[src/rtl/seq_divider_n.sv]
`default_nettype none
// ============================================================================
// seq_divider_n : restoring signed/unsigned divider, one quotient bit per
//                 clock plus a sign-fix cycle, with div-by-zero/overflow flags.
// Revision      : 1.0
// ============================================================================
module seq_divider_n #(
    parameter int WIDTH = 8,
    parameter int CNT_W = $clog2(WIDTH) + 1
) (
    input  logic             clk,
    input  logic             rst,
    input  logic             start,
    input  logic             is_signed,
    input  logic [WIDTH-1:0] dividend,
    input  logic [WIDTH-1:0] divisor,
    output logic [WIDTH-1:0] quotient,
    output logic [WIDTH-1:0] remainder,
    output logic             busy,
    output logic             done,
    output logic             div_by_zero,
    output logic             overflow
);

    typedef enum logic [1:0] {
        S_IDLE = 2'd0,
        S_ITER = 2'd1,
        S_FIX  = 2'd2,
        S_DONE = 2'd3
    } state_t;

    localparam logic [WIDTH-1:0] c_min_val   = {1'b1, {(WIDTH-1){1'b0}}};
    localparam logic [CNT_W-1:0] c_last_iter = CNT_W'(WIDTH - 1);

    state_t             state_q,     state_d;
    logic [WIDTH-1:0]   a_q,         a_d;
    logic [WIDTH-1:0]   q_q,         q_d;
    logic [WIDTH-1:0]   m_q,         m_d;
    logic [CNT_W-1:0]   cnt_q,       cnt_d;
    logic               neg_quo_q,   neg_quo_d;
    logic               neg_rem_q,   neg_rem_d;
    logic               ovf_pend_q,  ovf_pend_d;
    logic [WIDTH-1:0]   quotient_q,  quotient_d;
    logic [WIDTH-1:0]   remainder_q, remainder_d;
    logic               dbz_q,       dbz_d;
    logic               ovf_q,       ovf_d;

    logic               accept;
    logic [WIDTH-1:0]   dvd_mag;
    logic [WIDTH-1:0]   dvs_mag;
    logic [WIDTH:0]     a_shift;
    logic [WIDTH:0]     trial;

    always_ff @(posedge clk or negedge rst) begin
        if (!rst) begin
            state_q     <= S_IDLE;
            a_q         <= '0;
            q_q         <= '0;
            m_q         <= '0;
            cnt_q       <= '0;
            neg_quo_q   <= 1'b0;
            neg_rem_q   <= 1'b0;
            ovf_pend_q  <= 1'b0;
            quotient_q  <= '0;
            remainder_q <= '0;
            dbz_q       <= 1'b0;
            ovf_q       <= 1'b0;
        end else begin
            state_q     <= state_d;
            a_q         <= a_d;
            q_q         <= q_d;
            m_q         <= m_d;
            cnt_q       <= cnt_d;
            neg_quo_q   <= neg_quo_d;
            neg_rem_q   <= neg_rem_d;
            ovf_pend_q  <= ovf_pend_d;
            quotient_q  <= quotient_d;
            remainder_q <= remainder_d;
            dbz_q       <= dbz_d;
            ovf_q       <= ovf_d;
        end
    end

    always_comb begin
        state_d     = state_q;
        a_d         = a_q;
        q_d         = q_q;
        m_d         = m_q;
        cnt_d       = cnt_q;
        neg_quo_d   = neg_quo_q;
        neg_rem_d   = neg_rem_q;
        ovf_pend_d  = ovf_pend_q;
        quotient_d  = quotient_q;
        remainder_d = remainder_q;
        dbz_d       = dbz_q;
        ovf_d       = ovf_q;

        accept  = start && ((state_q == S_IDLE) || (state_q == S_DONE));
        dvd_mag = (is_signed && dividend[WIDTH-1]) ? -dividend : dividend;
        dvs_mag = (is_signed && divisor[WIDTH-1])  ? -divisor  : divisor;

        // Partial remainder never exceeds the divisor, so WIDTH+1 bits hold
        // both the shifted value and the signed trial difference.
        a_shift = {a_q, q_q[WIDTH-1]};
        trial   = a_shift - {1'b0, m_q};

        case (state_q)
            S_IDLE, S_DONE: begin
                state_d = S_IDLE;
                if (accept) begin
                    neg_quo_d  = is_signed & (dividend[WIDTH-1] ^ divisor[WIDTH-1]);
                    neg_rem_d  = is_signed & dividend[WIDTH-1];
                    ovf_pend_d = is_signed && (dividend == c_min_val) && (divisor == '1);
                    m_d        = dvs_mag;
                    q_d        = dvd_mag;
                    a_d        = '0;
                    cnt_d      = '0;
                    ovf_d      = 1'b0;
                    if (divisor == '0) begin
                        // Divide-by-zero bypasses the iteration entirely
                        quotient_d  = '1;
                        remainder_d = dividend;
                        dbz_d       = 1'b1;
                        state_d     = S_DONE;
                    end else begin
                        dbz_d   = 1'b0;
                        state_d = S_ITER;
                    end
                end
            end

            S_ITER: begin
                a_d   = trial[WIDTH] ? a_shift[WIDTH-1:0] : trial[WIDTH-1:0];
                q_d   = {q_q[WIDTH-2:0], ~trial[WIDTH]};
                cnt_d = cnt_q + 1'b1;
                if (cnt_q == c_last_iter) begin
                    state_d = S_FIX;
                end
            end

            S_FIX: begin
                // MIN / -1 keeps its natural wrapped result; only the flag marks it
                quotient_d  = neg_quo_q ? -q_q : q_q;
                remainder_d = neg_rem_q ? -a_q : a_q;
                ovf_d       = ovf_pend_q;
                state_d     = S_DONE;
            end

            default: begin
                state_d = S_IDLE;
            end
        endcase
    end

    assign quotient    = quotient_q;
    assign remainder   = remainder_q;
    assign busy        = (state_q == S_ITER) || (state_q == S_FIX);
    assign done        = (state_q == S_DONE);
    assign div_by_zero = dbz_q;
    assign overflow    = ovf_q;

endmodule
`default_nettype wire

[config.mk]
export PLATFORM = sky130hd
export DESIGN_NAME = seq_divider_n
export DESIGN_NICKNAME = d
export VERILOG_FILES = /design/src/rtl/seq_divider_n.sv
export SDC_FILE = /design/constraint.sdc
export NUM_CORES = 1
export LEC_CHECK = 0
export CAP_MARGIN = 5
export CORE_AREA = 5 5 85 87
export CTS_CLUSTER_DIAMETER = 200
export DETAILED_ROUTE_END_ITERATION = 10
export DIE_AREA = 0 0 90 92
export PLACE_DENSITY = 0.77
export REMOVE_ABC_BUFFERS = 1
export SETUP_SLACK_MARGIN = 0.05
export SYNTH_ARGS = -nofsm -noshare
export SYNTH_HDL_FRONTEND = slang
export SYNTH_SLANG_ARGS = --single-unit
[constraint.sdc]
create_clock -name clk -period 5.5 [get_ports clk]
set_clock_uncertainty 0.1 [all_clocks]
set_input_delay 0.55 -clock clk [delete_from_list [all_inputs] [get_ports clk]]
set_output_delay 0.55 -clock clk [all_outputs]
set_load 0.01 [all_outputs]
==> summary.rpt <==
========================================================================================
Worst setup path start ....................................................   state_q[0]
Switching power share of the total ........................................        0.430
Max cap viols .............................................................            0
Cell Type Count ...........................................................           53
Floorplan Utilization .....................................................        0.525
Fill count ................................................................          568
Slew Limit Fails ..........................................................            0
Measured slew at the worst slew-check pin .................................     0.873 ns
Synthesis warning total ...................................................            0
Cell accounting for the most synthesized area .............................      dfrtp_1
CTS Root Buffer Type ......................................................     clkbuf_8
Number of global-route vias before repair .................................         2605
Total global-route track usage ............................................        0.183
Worst EP arrival ..........................................................      2.93 ns
Design Power ..............................................................    0.00208 W
Worst R2R End .............................................................  quotient[4]
Hold/Removal Path Class ...................................................  in -> async
Clock-pin slew of the registers on the worst-case setup and hold paths ....      0.10 ns
Count of instantiated cells in the yosys netlist ..........................          369
Final setup vio count .....................................................            0
Cell-internal power .......................................................    0.00119 W
Die X .....................................................................        90 um
Series of cell instances along the critical path .......................... inv_1 > ha_1 > nand2_1 > o41ai_4 > a31oi_1
Number of clock buffers inserted by TritonCTS .............................            5
Top cells by instance count after synthesis ............................... 56 x nand2_1, 51 x dfrtp_1, 34 x o21ai_0
Fin crit period ...........................................................      2.88 ns
Switching power of the nets ...............................................   0.000894 W
Number of setup buffers added after CTS ...................................            0
Relative contribution of sequential cells to total power ..................        0.306
Buffers plus inverters on the worst setup path ............................            1
Worst slack on hold paths .................................................     0.234 ns
Layout overhead on the synthesized area ...................................        17.0%
PostCTS Resize Cnt ........................................................            0
Core area .................................................................     6280 um2
Reg-to-reg startpoint .....................................................   state_q[0]
Lkg Pwr ...................................................................      1.69 nW
Post-CTS Hold Buffers .....................................................            0
Die Span Y ................................................................        92 um
Number of enable-type register cells in the synthesized netlist ...........            0
Maximum number of pins on one net before global-route repair ..............           52
DRT iter0 DRCs ............................................................          216
Sum of net half-perimeters after detailed placement .......................      5530 um
Cell with the largest stage delay on the worst path .......................      o41ai_4
Portion of synthesized cell area occupied by the leading cell type ........        0.387
Final critical-path share of the clock period .............................        0.523
Area of the die ...........................................................     8280 um2
Flop and latch count out of synthesis .....................................           51
Post-Synthesis Mean Instance Area .........................................     8.93 um2
Worst Setup Slack post-DPL ................................................      2.42 ns
Post-synth ARST share .....................................................         1.00
Final hold violation count ................................................            0
Largest voltage drop on the vdd net .......................................     0.311 mV
Count of nets left with antenna violations after detail routing ...........            0
Cells on worst reg2reg path ...............................................            5
Logic cell area ...........................................................     1860 um2
Final global-route overflow total .........................................            0
Crit Path Max Fanout ......................................................           27
Top Family by Delay on Critical Path ...................................... AND-OR/OR-AND gates
Wirelength, routed ........................................................      7240 um
Average vias per placed instance ..........................................         5.61
Setup repair after global routing missed its margin .......................           no
Power density over the cells ..............................................   539 nW/um2
First-pass GRT wire length ................................................     12700 um
Relative contribution of combinational cells to total power ...............        0.546
Clock power frac ..........................................................        0.149
Routed vias ...............................................................         2699
DRC .......................................................................            0
Clock network latency to the later pin of the worst-skew pair .............      0.31 ns
Worst slew margin relative to its limit ...................................        0.418
Number of antenna violations at the first check in global routing .........            0
Required arrival time at the worst endpoint ...............................      5.55 ns
Layout cell share with drive strength beyond 1 ............................       0.0470
Global placer's final weighted congestion .................................        0.859
Critical Path Sink Type ...................................................         flop
Synth Cell Area ...........................................................     3300 um2
Slowest cell delay on critical path .......................................      0.94 ns
TNS Setup .................................................................         0 ns
Number of search-and-repair iterations in the first detailed-routing pass .            5
Sequential Area ...........................................................     1280 um2
Maximum level of the CTS H-tree ...........................................            2
Post-Synthesis Cells ......................................................          369
Total number of clock tree sinks ..........................................           51
Synthesis area per yosys ..................................................     3300 um2
Top cell type by instance count after synthesis ...........................      nand2_1
Outcome ...................................................................    completed
Maximum count of clock buffers along a single path ........................            2
Number of OpenROAD warnings ...............................................           28
Layout net count ..........................................................          441
Class of the most critical setup path .....................................   reg -> reg
Register share after synthesis ............................................        0.387
Post-route setup slack ....................................................      2.62 ns
IO Count ..................................................................           40
========================================================================================
kinds of logic (layout without fill, tap and decap cells):
kind of cell	Yosys count	in the layout	synth area share
and+or+nand+nor	116	116	0.160
AOI/OAI and AO/OA	98	98	0.198
DFF	51	51	0.387
buffers and inverters	38	73	0.0482
xor gates and xnor gates	27	27	0.0718
muxes	21	21	0.0642
adders and majority gates	18	18	0.0706
flip-flops by register name (all words and copies together), names as in the netlist:
| name | flops |
|---|---|
| neg_quo_q | 1 |
| neg_rem_q | 1 |
| state_q | 2 |
| div_by_zero | 1 |
| m_q | 8 |
| cnt_q | 4 |
| q_q | 8 |
| quotient | 8 |
| ovf_pend_q | 1 |
| a_q | 8 |
| overflow | 1 |
| remainder | 8 |
layout by cell type (no fill, tap or decap), types with 2 or more instances in the layout:
cell type        synthesis  final
nor2b_1                  3      3
nand3_1                  6      6
clkbuf_8                 0      5
ha_1                    17     17
xor2_1                  13     13
a211oi_1                 3      3
o41ai_1                  6      6
nor2_1                  28     28
clkdlybuf4s50_1          0     38
nor3_1                   7      7
a21oi_1                 12     12
buf_4                    0      2
mux2i_1                 20     20
o21ai_0                 34     34
nand2b_1                 3      3
o22ai_1                  2      2
a32oi_1                  3      3
dfrtp_1                 51     51
o21ai_1                  3      3
or3_1                    3      3
xnor2_1                 14     14
nand2_1                 56     56
nor4_1                   2      2
o31ai_1                  3      3
inv_1                   23     23
a31oi_1                 10     10
o211ai_1                 5      5
o221ai_1                 2      2
bufinv_16                0      2
nand4_1                  3      3
power groups by stage:
stage	combinational (W)	sequential, W	clock (W)
after floorplan	0.000790	0.000636	0
after global placement	0.00110	0.000638	0
after detailed placement	0.00114	0.000645	0
after CTS	0.00114	0.000637	0.000314
after global routing	0.00128	0.000656	0.000330
final	0.00114	0.000636	0.000309
how the worst max path moves through the flow:
stage / endpoint / depth (start not counted) / slack, ns
after floorplan: cnt_q[3] / 6 / 2.61
after global placement: quotient[6] / 4 / 2.49
after detailed placement: quotient[4] / 4 / 2.42
after CTS: quotient[4] / 5 / 2.59
after global routing: quotient[0] / 6 / 2.31
final: quotient[4] / 5 / 2.62
metrics by stage:
step / instances / cell area [um2]
after floorplan: 355 / 3230
after global placement: 473 / 3720
after detailed placement: 473 / 3720
after CTS: 481 / 3860
after global routing: 481 / 3860
final: 481 / 3860
worst register-to-register path, stage by stage, from the launching register on:
cell	delay, ns
dfrtp_1	0.40
inv_1	0.06
ha_1	0.51
nand2_1	0.53
o41ai_4	0.94
a31oi_1	0.19
routing by layer:
metal	vias up	routed length (um)	GRT usage
met5	-	0	0
met4	0	104	0.0533
met3	9	310	0.0376
met2	65	3450	0.307
met1	1241	3370	0.241
li1	1384	-	-
area by class of cell:
| cell class | instances | share of cell area |
|---|---|---|
| flip-flops and latches | 51 | 0.331 |
| clock buffers | 6 | 0.0188 |
| well taps | 77 | 0.0250 |
| multi-input cells | 280 | 0.482 |
| clock inverters | 2 | 0.0156 |
| repair buffers | 41 | 0.104 |
| inverters | 24 | 0.0234 |
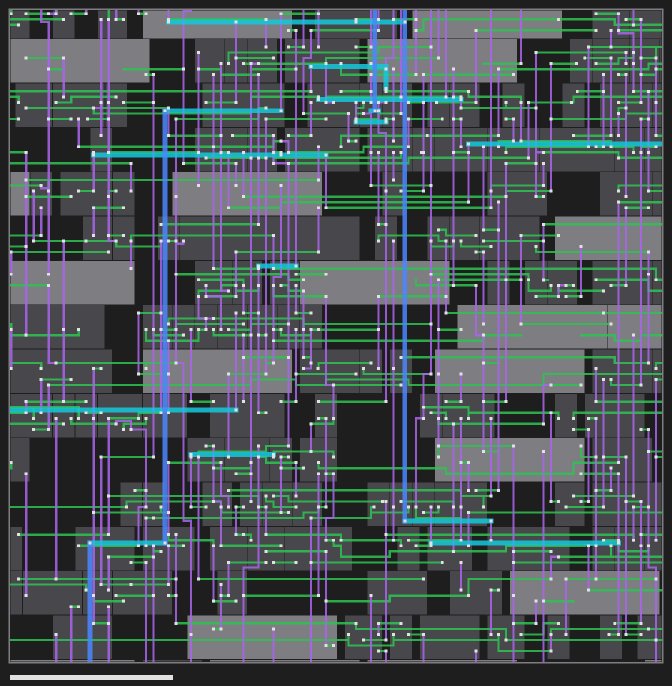
Fig. 1. Close-up of the layout.
Bar = 10 um. Region (25, 8) to (65, 48) um. Cells in grey, sequential cells in the stronger grey; small squares are vias.
Key: metal 2 = purple; metal 3 = cyan; metal 1 = green; metal 4 = blue
136 logic cells have their middle in the window. Sequential cells in the window: 14. Most frequent: nand2_1 (27), dfrtp_1 (14), o21ai_0 (11). Netlist names of flops here include q_q (6), cnt_q (4).

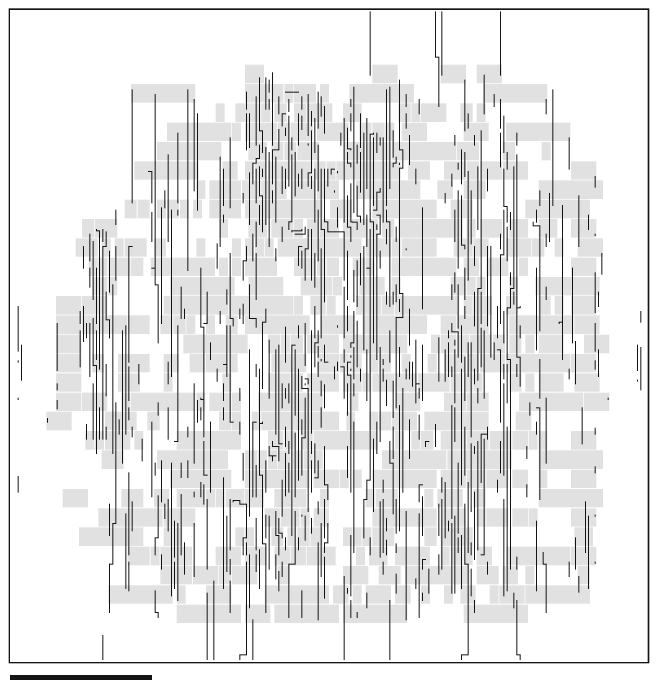
Fig. 2. The metal 2 layer.
Bar = 20 um.
The layer holds 48% of the routed length. The layer carries 3450 um of wire. The wires run mostly vertical. The longest straight run is 35.4 um. 339 nets have wire on it.

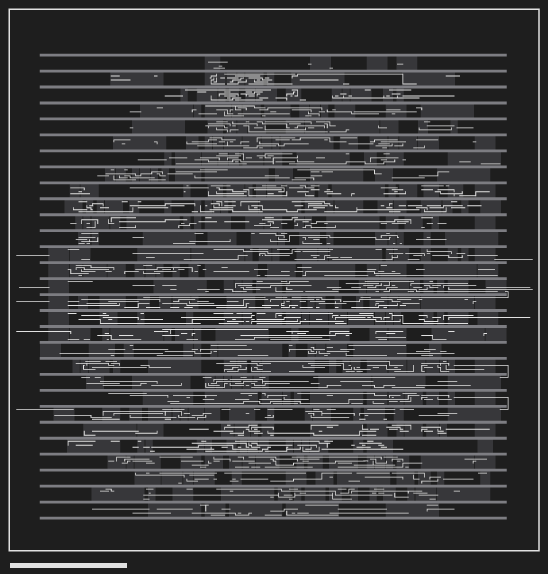
Fig. 3. The metal 1 layer.
Bar = 20 um. Supply wires on this layer in grey.
The longest straight run is 23.5 um. The layer holds 47% of the routed length. The layer carries 3370 um of wire. The wires run mostly horizontal. 395 nets have wire on it.

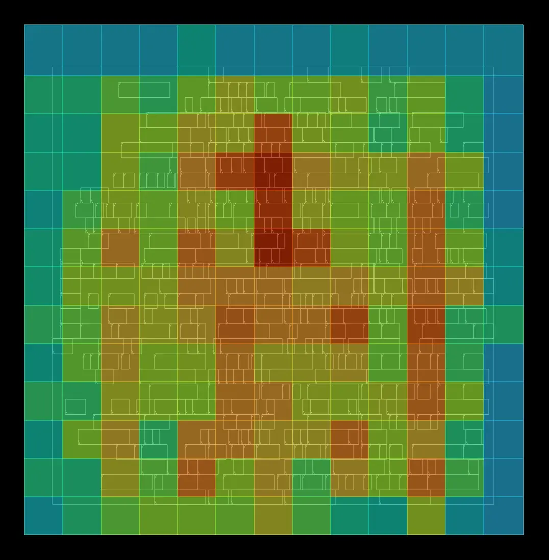
Fig. 4. Congestion heat map.
fraction of met2 tracks used by global routing: 0.307
final core utilization: 0.614

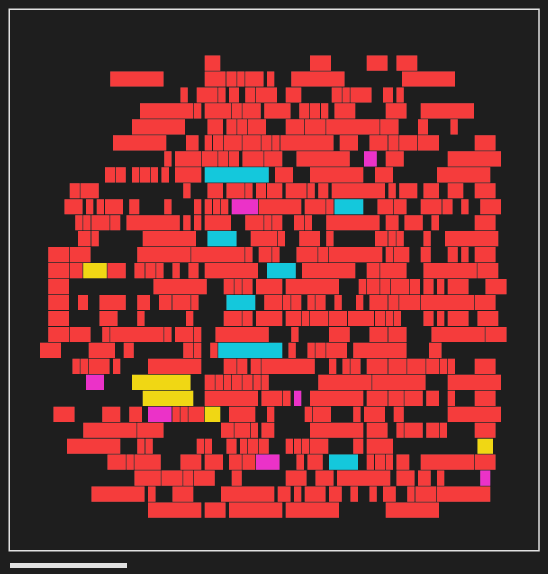
Fig. 5. Drive-strength map.
Bar = 20 um.
Key: _3 and _4 cells = yellow [cells 5, share 1.2%, most used buf_4]; _6 and larger = cyan [cells 7, share 1.7%, most used clkbuf_8]; _2 cells = magenta [cells 7, share 1.7%]; _0 and _1 cells = red [cells 385, share 95%, most used nand2_1]

Power and IR drop assume default switching activity.
